**src/rtl/lsu_pkg.sv**
```systemverilog
// Shared types and the access-legality rule for the load/store initiator.
package lsu_pkg;

  typedef enum logic [2:0] {
    LS_B  = 3'd0,
    LS_H  = 3'd1,
    LS_W  = 3'd2,
    LS_BU = 3'd4,
    LS_HU = 3'd5
  } ls_funct3_t;

  typedef enum logic [1:0] {
    StIdle,
    StAccess,
    StRmwWr,
    StResp
  } lsu_state_t;

  // Stores only exist for B/H/W; halfwords need addr[0]=0, words addr[1:0]=0.
  function automatic logic is_legal(input logic write, input logic [2:0] funct3,
                                    input logic [1:0] lane);
    logic ok;
    ok = 1'b0;
    case (funct3)
      LS_B:    ok = 1'b1;
      LS_H:    ok = !lane[0];
      LS_W:    ok = (lane == 2'b00);
      LS_BU:   ok = !write;
      LS_HU:   ok = !write && !lane[0];
      default: ok = 1'b0;
    endcase
    return ok;
  endfunction

endpackage

```
**src/rtl/lsu_align.sv**
```systemverilog
// Lane steering: load extract/extend and store read-modify-write merge (little-endian).
module lsu_align
  import lsu_pkg::*;
(
  input  logic [31:0] word,
  input  logic [2:0]  funct3,
  input  logic [1:0]  lane,
  input  logic [31:0] wdata,
  output logic [31:0] rdata,
  output logic [31:0] merged
);

  logic [7:0]  byte_sel;
  logic [15:0] half_sel;

  always_comb begin
    byte_sel = word[{lane, 3'b000} +: 8];
    half_sel = lane[1] ? word[31:16] : word[15:0];
    rdata    = '0;
    merged   = word;

    case (funct3)
      LS_B:    rdata = {{24{byte_sel[7]}}, byte_sel};
      LS_BU:   rdata = {24'b0, byte_sel};
      LS_H:    rdata = {{16{half_sel[15]}}, half_sel};
      LS_HU:   rdata = {16'b0, half_sel};
      LS_W:    rdata = word;
      default: rdata = '0;
    endcase

    case (funct3)
      LS_B: merged[{lane, 3'b000} +: 8] = wdata[7:0];
      LS_H: begin
        if (lane[1]) merged[31:16] = wdata[15:0];
        else         merged[15:0]  = wdata[15:0];
      end
      LS_W:    merged = wdata;
      default: merged = word;
    endcase
  end

endmodule

```
**src/rtl/lsu_mem_initiator.sv**
```systemverilog
// Load/store initiator: turns core requests into single-word memory cycles,
// with read-modify-write for sub-word stores.
module lsu_mem_initiator
  import lsu_pkg::*;
#(
  parameter int unsigned ADDR_W = 32
) (
  input  logic              clk,
  input  logic              rst_en,
  input  logic              req_valid,
  output logic              req_ready,
  input  logic              req_write,
  input  logic [2:0]        req_funct3,
  input  logic [ADDR_W-1:0] req_addr,
  input  logic [31:0]       req_wdata,
  output logic              rsp_valid,
  input  logic              rsp_ready,
  output logic [31:0]       rsp_rdata,
  output logic              rsp_error,
  output logic [ADDR_W-1:0] mem_address,
  output logic [31:0]       mem_write_data,
  output logic              mem_write_enable,
  input  logic [31:0]       mem_read_data
);

  lsu_state_t        state_q, state_d;
  logic [ADDR_W-1:0] addr_q;
  logic [2:0]        funct3_q;
  logic [31:0]       wdata_q;
  logic              write_q;
  logic [31:0]       rdata_q;
  logic              error_q;
  logic [31:0]       merged_q;

  logic [31:0] load_data;
  logic [31:0] merged_data;
  logic        req_legal;
  logic        is_sub_word_store;

  lsu_align u_align (
    .word   (mem_read_data),
    .funct3 (funct3_q),
    .lane   (addr_q[1:0]),
    .wdata  (wdata_q),
    .rdata  (load_data),
    .merged (merged_data)
  );

  assign req_legal         = is_legal(req_write, req_funct3, req_addr[1:0]);
  assign is_sub_word_store = write_q && (funct3_q != LS_W);
  assign mem_address       = {addr_q[ADDR_W-1:2], 2'b00};
  assign rsp_rdata         = rdata_q;
  assign rsp_error         = error_q;

  always_comb begin
    state_d          = state_q;
    req_ready        = 1'b0;
    rsp_valid        = 1'b0;
    mem_write_enable = 1'b0;
    mem_write_data   = '0;

    unique case (state_q)
      StIdle: begin
        req_ready = 1'b1;
        if (req_valid) state_d = req_legal ? StAccess : StResp;
      end
      StAccess: begin
        if (write_q && !is_sub_word_store) begin
          mem_write_enable = 1'b1;
          mem_write_data   = wdata_q;
        end
        state_d = is_sub_word_store ? StRmwWr : StResp;
      end
      StRmwWr: begin
        mem_write_enable = 1'b1;
        mem_write_data   = merged_q;
        state_d          = StResp;
      end
      StResp: begin
        rsp_valid = 1'b1;
        if (rsp_ready) state_d = StIdle;
      end
      default: state_d = StIdle;
    endcase
  end

  always_ff @(posedge clk or posedge rst_en) begin
    if (rst_en) begin
      state_q  <= StIdle;
      addr_q   <= '0;
      funct3_q <= '0;
      wdata_q  <= '0;
      write_q  <= 1'b0;
      rdata_q  <= '0;
      error_q  <= 1'b0;
      merged_q <= '0;
    end else begin
      state_q <= state_d;
      case (state_q)
        StIdle: begin
          if (req_valid) begin
            addr_q   <= req_addr;
            funct3_q <= req_funct3;
            wdata_q  <= req_wdata;
            write_q  <= req_write;
            rdata_q  <= '0;
            error_q  <= !req_legal;
          end
        end
        StAccess: begin
          if (!write_q) rdata_q  <= load_data;
          else          merged_q <= merged_data;
        end
        default: ;
      endcase
    end
  end

endmodule
```
**config.mk**
```make
export PLATFORM = sky130hd
export DESIGN_NAME = lsu_mem_initiator
export DESIGN_NICKNAME = d
export VERILOG_FILES = /design/src/rtl/lsu_pkg.sv /design/src/rtl/lsu_align.sv /design/src/rtl/lsu_mem_initiator.sv
export SDC_FILE = /design/constraint.sdc
export NUM_CORES = 1
export LEC_CHECK = 0
export CORE_UTILIZATION = 25
export CTS_CLUSTER_SIZE = 40
export DETAILED_ROUTE_END_ITERATION = 7
export HOLD_SLACK_MARGIN = 0.15
export PLACE_DENSITY = 0.56
export SLEW_MARGIN = 20
export SYNTH_ARGS = -nofsm -noshare
export SYNTH_HDL_FRONTEND = slang
export SYNTH_SLANG_ARGS = --single-unit
```
**constraint.sdc**
```tcl
create_clock -name clk -period 10.2 [get_ports clk]
set_input_delay 3.06 -clock clk [delete_from_list [all_inputs] [get_ports clk]]
set_output_delay 3.06 -clock clk [all_outputs]
set_load 0.005 [all_outputs]
```
==> flow_summary.json, run 1 <==
{
  "ys_types": 49,
  "status": "completed",
  "fin_tns_setup_ps": 0,
  "maxCapViolations": 0,
  "synth-edff-count": 0,
  "drc": 0,
  "postCtsResizedCells": 0,
  "finalCriticalPeriod_ps": 6247,
  "whs_ps": 487.1,
  "die_x_um": 180.7,
  "synth_chip_area_um2": 7988,
  "crit_start": "state_q[1]",
  "flop_cell": "dfrtp_1",
  "antenna_cells": 0,
  "synth_adder_area_share_pct": 1.410,
  "cp.required_ps": 7140,
  "fillers": 3231,
  "avgViaCountPerCell": 5.061,
  "arrival_ps": 3190,
  "synth_flops": 135,
  "syn_to_final_growth_pct": 32.57,
  "hold_start": "rsp_error",
  "lay_top_count": "clkdlybuf4s50_1",
  "synthTopCellsByArea": "dfrtp_1 42%, mux2_2 13%, nor2b_1 5.7%, buf_4 3.6%, nand2_1 3.2%",
  "hpwl_um": 19700,
  "start_kind": "register",
  "period_used_pct": 61.25,
  "yosysMostFrequentCell": "dfrtp_1",
  "yosys_warnings": 0,
  "finalSetupViolations": 0,
  "die-area_um2": 32670,
  "drv_slew": 0,
  "synthXorXnorAreaFrac_pct": 0,
  "grt-ovfl-total": 0,
  "pin_count": 204,
  "finalInstanceArea_um2": 10590
}
## run 1: worst max-delay path: stages, from the launching register on
cell	delay, ps
dfrtp_1	410
inv_1	120
ha_1	230
nand2_1	120
nor3_4	720
buf_4	390
a22oi_1	110
nor2b_1	160
clkdlybuf4s50_1	510
## run 1: final cells by class
cell class                      count  area, um2  share of cell area, %
Clock buffer                       18      439.2                  4.147
Sequential cell                   135       3379                  31.92
Timing Repair Buffer              210       2079                  19.64
Tap cell                          402      503.0                  4.750
Multi-Input combinational cell    558       4024                  38.00
Inverter                           11      46.29                 0.4372
Clock inverter                     14      117.6                  1.111
## run 1: report_power, final
| group | internal [mW] | switching (mW) | leakage [nW] | total [mW] |
|---|---|---|---|---|
| sequential | 0.807 | 0.298 | 1.65 | 1.10 |
| combinational | 0.877 | 0.860 | 2.06 | 1.74 |
| clock | 0.324 | 0.275 | 0.266 | 0.599 |
## run 1: per-layer routing
metal	global-route usage (%)	vias up	routed length, um
li1	-	3188	-
met1	22.97	3344	12850
met2	28.56	252	13580
met3	3.003	38	1355
met4	5.846	0	697
met5	0	-	0
## run 1: path summary, 6_finish.rpt
path                                      end  slack [ps]  depth (start not counted)
min in group asynchronous          wdata_q[2]        3170                          2
hold reg to reg                     rsp_error         490                          2
hold / removal                      rsp_error         490                          2
max in group asynchronous         wdata_q[21]        5790                          3
setup reg to reg                  merged_q[7]        7570                          6
setup / recovery           mem_write_data[28]        3950                          8
## run 1: flip-flops by register name, summed over array words and instances, names as in the netlist
name	cells
addr_q	32
merged_q	32
rsp_rdata	32
wdata_q	32
funct3_q	3
state_q	2
rsp_error	1
write_q	1
**Run 1: sizing map**

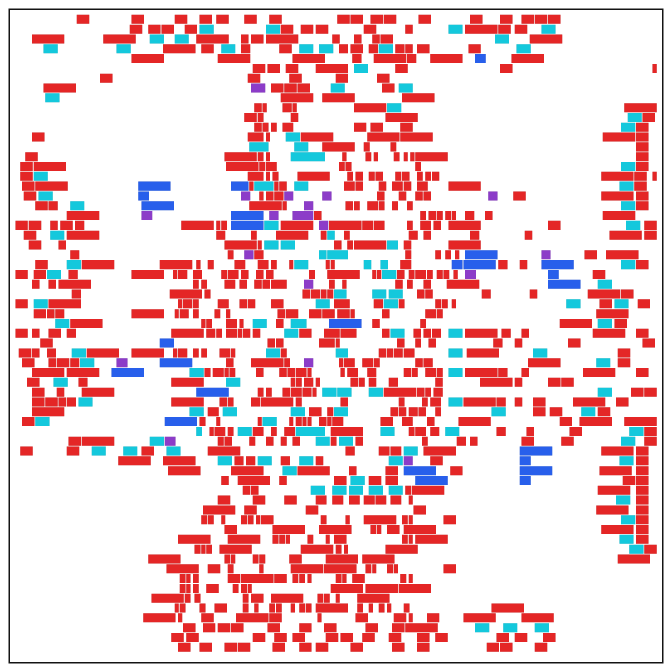
Key: _0 and _1 cells = red [cells 780, share 82%]; _2 cells = cyan [cells 123, share 13%]; _3 and _4 cells = purple [cells 18, share 1.9%]; _6 and larger = blue [cells 25, share 2.6%]

**Run 1: the metal 1 layer**

Supply wires on this layer in gray.
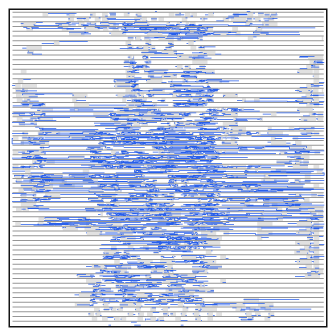
The longest straight run is 62.6 um. The layer carries 12900 um of wire. The wires run mostly horizontal. 927 nets have wire on it. The layer holds 45% of the routed length.
Vias: 6822
met1 Use GR: 22.97%
Post-Route WL: 28490 um

**Run 1: clock wiring as the flow saved it**

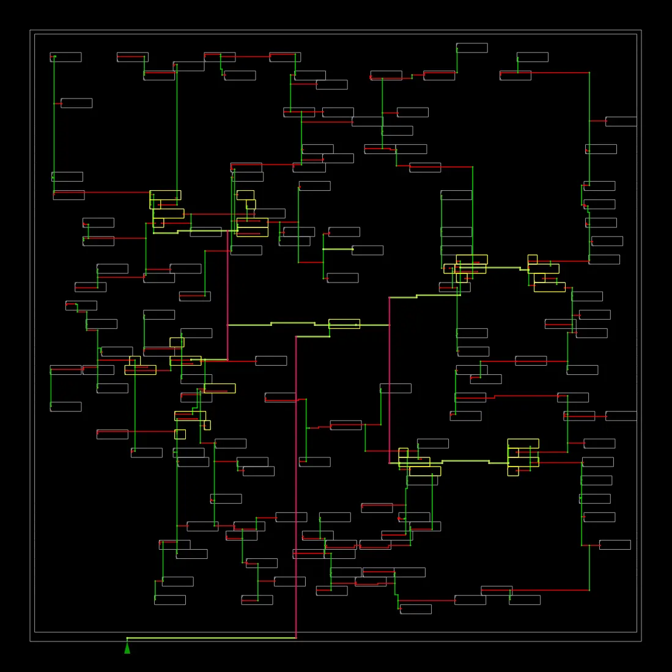
total CTS buffers: 17
Fin Clk Skew: 15.10 ps
flop count: 135
# clk buffers: 18

**Run 1: cells colored by class**

Scale bar: 50 um.
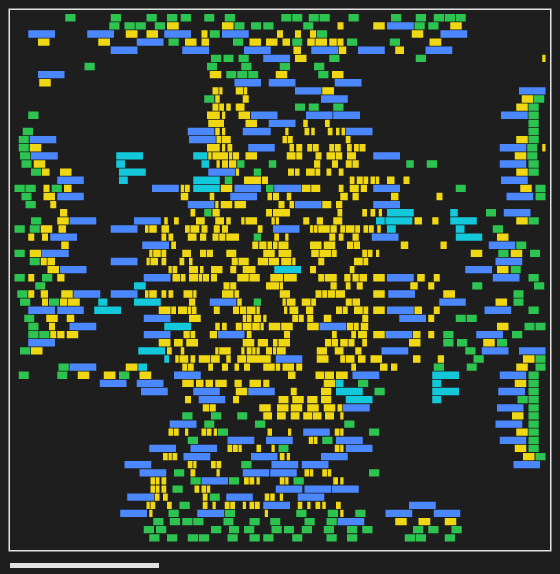
Key: remaining buffers and delay cells = green [cells 210]; combinational and other logic = yellow [cells 569]; clock drivers and dummy loads = cyan [cells 32]; sequential cells = blue [cells 135]

**Run 1: clock network drawn from the DEF**

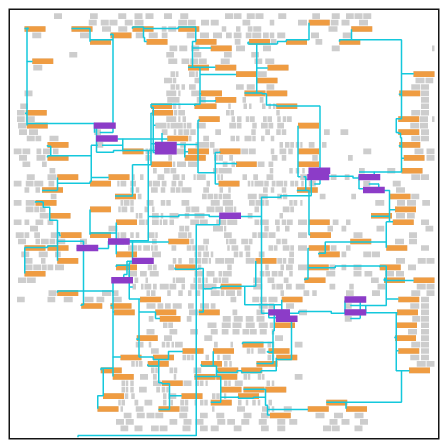

## Run 2: what changed since run 1
==> constraint.sdc (replaced) <==
create_clock -name clk -period 6.4 [get_ports clk]
set_input_delay 1.92 -clock clk [delete_from_list [all_inputs] [get_ports clk]]
set_output_delay 1.92 -clock clk [all_outputs]
set_load 0.005 [all_outputs]
**Run 2: clock network drawn from the DEF**

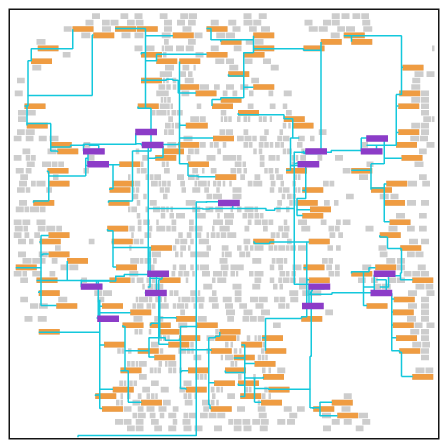
Key: flip-flops = orange [count 135]; clock wires = cyan [length 2370 um]; clock drivers = purple [count 17]
There are 18 routed clock nets. Position of the flops: spread over the die.

==> run 2 against run 1 <==
Power rose by 60%. Register-to-register slack worse by 3800 ps. Critical path depth increased by 1. Clock power up 58%. Clock skew barely moved. Worst setup slack lost 2800 ps. Synthesized cell count did not move. Cell area up 0.22%. Global-route usage barely moved. Largest power group unchanged.
==> flow_summary.json, run 2 <==
{
  "status": "completed",
  "flop_cell": "dfrtp_1",
  "worst-path-buf-inv": 4,
  "synth_chip_area_um2": 7988,
  "routed_wl_um": 28590,
  "fin_skew_ps": 14.66,
  "die_x_um": 180.7,
  "grt-ovfl-total": 0,
  "maxCapViolations": 0,
  "cpMostUsedCell": "buf_4",
  "swShare_pct": 41.62,
  "finalSetupViolations": 0,
  "synthXorXnorAreaFrac_pct": 0,
  "clockPowerShare_pct": 17.2,
  "lay_top_count": "clkdlybuf4s50_1",
  "postCtsResizedCells": 0,
  "p_int_mw": 3.211,
  "slowest_stage": "nor3_4",
  "yosysMostFrequentCell": "dfrtp_1",
  "synth_adder_area_share_pct": 1.410,
  "p_comb_mw": 2.80,
  "p_sw_mw": 2.289,
  "arrival_ps": 3280,
  "drv_slew": 0,
  "seqPwrFrac_pct": 31.9,
  "hpwl_um": 19730,
  "num_vias": 6911,
  "period_used_pct": 81.26
}
**Run 2: clock wiring as the flow saved it**

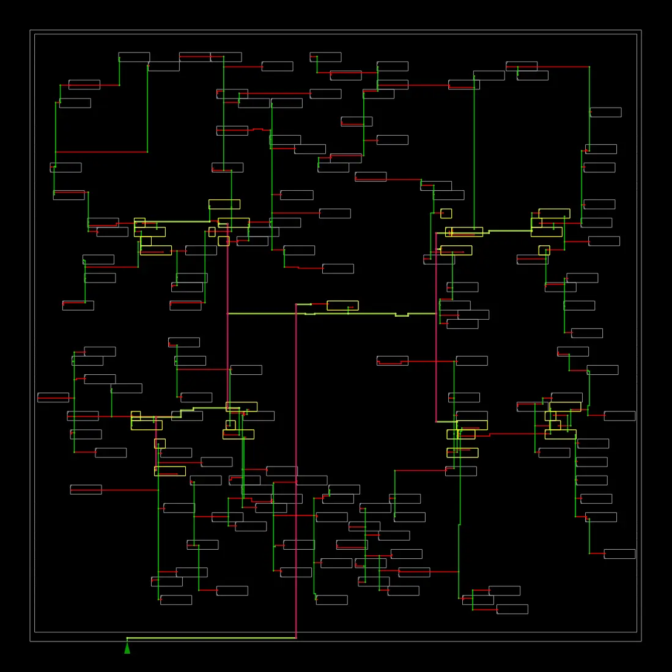
clk pwr: 0.945 mW
Late-Pin Clk Latency: 430 ps
TritonCTS Sinks: 135

==> run 2: final timing paths <==
| path | startpoint | end | slack, ps | cells past startpoint |
|---|---|---|---|---|
| hold reg to reg | rsp_rdata[30] | rsp_rdata[30] | 490 | 2 |
| max in group asynchronous | rst_en | rsp_rdata[26] | 3430 | 3 |
| setup reg to reg | addr_q[1] | merged_q[7] | 3770 | 6 |
| hold / removal | rsp_rdata[30] | rsp_rdata[30] | 490 | 2 |
| setup / recovery | state_q[1] | mem_write_data[17] | 1200 | 9 |
| min in group asynchronous | rst_en | addr_q[27] | 2010 | 2 |
==> run 2: per-layer routing <==
layer	part of all wire, %	global-route usage, %	vias to the layer above
li1	-	-	3201
met1	43	22.34	3395
met2	48	28.93	265
met3	5.3	2.903	50
met4	3.1	6.872	0
met5	0	0	-
==> run 2: layout make-up <==
cell class                      instances  area, um2
Fill cell                            3238      20860
Multi-Input combinational cell        558       4028
Sequential cell                       135       3379
Timing Repair Buffer                  213       2102
Tap cell                              402      503.0
Clock buffer                           18      439.2
Clock inverter                         14      112.6
Inverter                               11      48.80
==> run 2: per-stage QoR <==
| step | hold WS (ps) | instances | utilization [%] | worst slack (ps) | cell area, um2 |
|---|---|---|---|---|---|
| after floorplan | 450.8 | 805 | - | 868.9 | 7991 |
| after global placement | 465.5 | 1319 | 31.91 | 1731 | 10040 |
| after detailed placement | 470.1 | 1319 | 31.92 | 1644 | 10050 |
| after CTS | 487.6 | 1351 | 33.67 | 1146 | 10600 |
| after global routing | 509.2 | 1351 | 33.72 | 923.2 | 10610 |
| final | 485.1 | 1351 | 33.72 | 1199 | 10610 |
==> run 2: worst register-to-register path: stages, from the launching register on <==
cell,delay (ps)
dfrtp_2,740
inv_1,290
ha_1,420
nor2_1,530
a31oi_1,160
o221a_2,290
o21ai_1,130
**Run 2: the metal 1 layer**

Supply wires on this layer in gray.
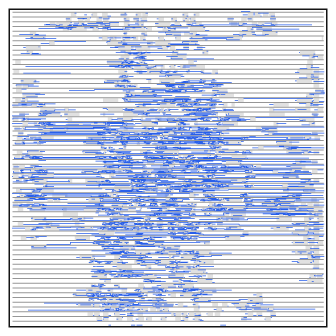

## Run 3: what changed since run 2
==> constraint.sdc (replaced) <==
create_clock -name clk -period 4.8 [get_ports clk]
set_input_delay 1.44 -clock clk [delete_from_list [all_inputs] [get_ports clk]]
set_output_delay 1.44 -clock clk [all_outputs]
set_load 0.005 [all_outputs]
**Run 3: the metal 1 layer**

Supply wires on this layer in gray.
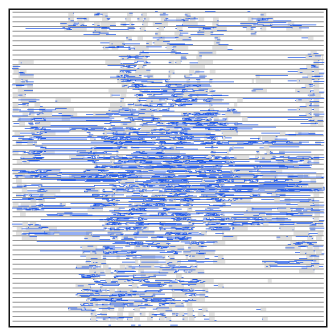
The layer carries 12100 um of wire. The wires run mostly horizontal. The layer holds 44% of the routed length.
Vias: 6952
met1 Use GR: 22.08%
Post-Route WL: 27780 um

**Run 3: clock network drawn from the DEF**

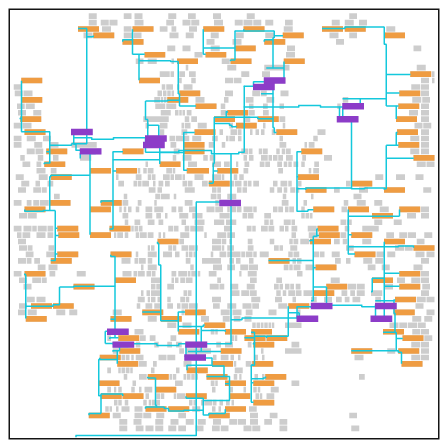
Key: flip-flops = orange [count 135]; clock drivers = purple [count 17]; clock wires = cyan [length 2260 um]
Position of the flops: spread over the die. There are 18 routed clock nets.
clk pwr: 1.42 mW
Clk pwr share: 19.1%
Fin Clk Skew: 8.618 ps

==> run 3 against run 2 <==
Critical path depth down 3. Highest routed layer unchanged. Largest cell class unchanged. First-iteration DRC count increased by 8.5%. Clock skew down 6.0 ps. Sequential share of layout area decreased by 0.42 points. Final cell count rose by 0.30%. Clock power is about 50% higher.
==> flow_summary.json, run 3 <==
{
  "status": "completed",
  "finalCriticalPeriod_ps": 4258,
  "cp_num_cells": 6,
  "synth-edff-count": 0,
  "crit_chain": "inv_1 > ha_1 > buf_4 > a22oi_1 > nor2b_1 > clkdlybuf4s50_1",
  "worst-path-buf-inv": 3,
  "synthXorXnorAreaFrac_pct": 0,
  "slowest_stage": "ha_1",
  "regToRegEndpoint": "merged_q[20]",
  "r2r_cells": 6,
  "busiest_layer": "met2",
  "max_stage_delay_ps": 770,
  "cts.sinks": 135,
  "synth_chip_area_um2": 7988,
  "die-area_um2": 32670,
  "ys_types": 49,
  "met3_usage_pct": 3.870,
  "drc": 0,
  "clkLatencyLatePin_ps": 430,
  "synthTopCellsByArea": "dfrtp_1 42%, mux2_2 13%, nor2b_1 5.7%, buf_4 3.6%, nand2_1 3.2%",
  "flop_cell": "dfrtp_1",
  "drv_slew": 0,
  "hpwl_um": 19650,
  "avgViaCountPerCell": 5.131,
  "fillers": 3245,
  "use_met2_pct": 26.93,
  "fin_tns_setup_ps": 0,
  "wl_met2_um": 13140,
  "cts_buffers": 17,
  "antenna_cells": 0,
  "start_kind": "register",
  "finalSetupViolations": 0,
  "yosysMostFrequentCell": "dfrtp_1",
  "yosys_warnings": 0,
  "final_util_pct": 34.17,
  "die_x_um": 180.7,
  "crit_start": "state_q[0]",
  "maxCapViolations": 0,
  "period_used_pct": 88.70,
  "dr.max_layer_used": "met4",
  "arrival_ps": 2820
}
==> run 3: cell counts after synthesis <==
No cell type changed its count.
==> run 3: worst min path at each step <==
| stage | startpoint | to | slack [ps] | cells past startpoint |
|---|---|---|---|---|
| CTS | rsp_rdata[11] | rsp_rdata[11] | 490 | 2 |
| floorplan | merged_q[1] | merged_q[1] | 450 | 2 |
| finish | rsp_rdata[11] | rsp_rdata[11] | 480 | 2 |
| global route | rsp_rdata[15] | rsp_rdata[15] | 510 | 2 |
| detailed placement | rsp_rdata[20] | rsp_rdata[20] | 470 | 2 |
| global placement | rsp_rdata[30] | rsp_rdata[30] | 470 | 2 |
==> run 3: cell type report <==
cell class              instances  area, um2  area share, %
flip-flops and latches        135       3379          31.42
inverters                      11      45.04         0.4188
well taps                     402      503.0          4.677
clock buffers                  19      452.9          4.211
clock inverters                13      177.7          1.652
repair buffers                217       2170          20.17
multi-input cells             558       4028          37.45
==> run 3: per-stage QoR <==
step	cells	area [um2]	power [mW]	worst slack, ps	hold slack (ps)
after floorplan	805	7995	4.642	1681	450.8
after global placement	1322	10090	6.005	1051	467.4
after CTS	1354	10730	7.516	488.4	487.7
final	1355	10760	7.454	542.2	480.4
after detailed placement	1322	10100	6.055	979.7	474.3
after global routing	1355	10760	7.969	356.3	508.6
==> run 3: worst min-delay path, delay by kind of cell (launching register included) <==
family	cells	cell delay (ps)
flip-flops	1	340
AND-OR/OR-AND	1	60
AND/OR/NAND/NOR	1	50
==> run 3: power by group <==
part / internal (mW) / switching, mW / total [mW] / leakage (nW)
Sequential: 1.72 / 0.592 / 2.31 / 1.65
Combinational: 1.89 / 1.84 / 3.73 / 2.11
Clock: 0.892 / 0.528 / 1.42 / 0.297
No activity file was given, so power comes from the tool's default toggle rates.
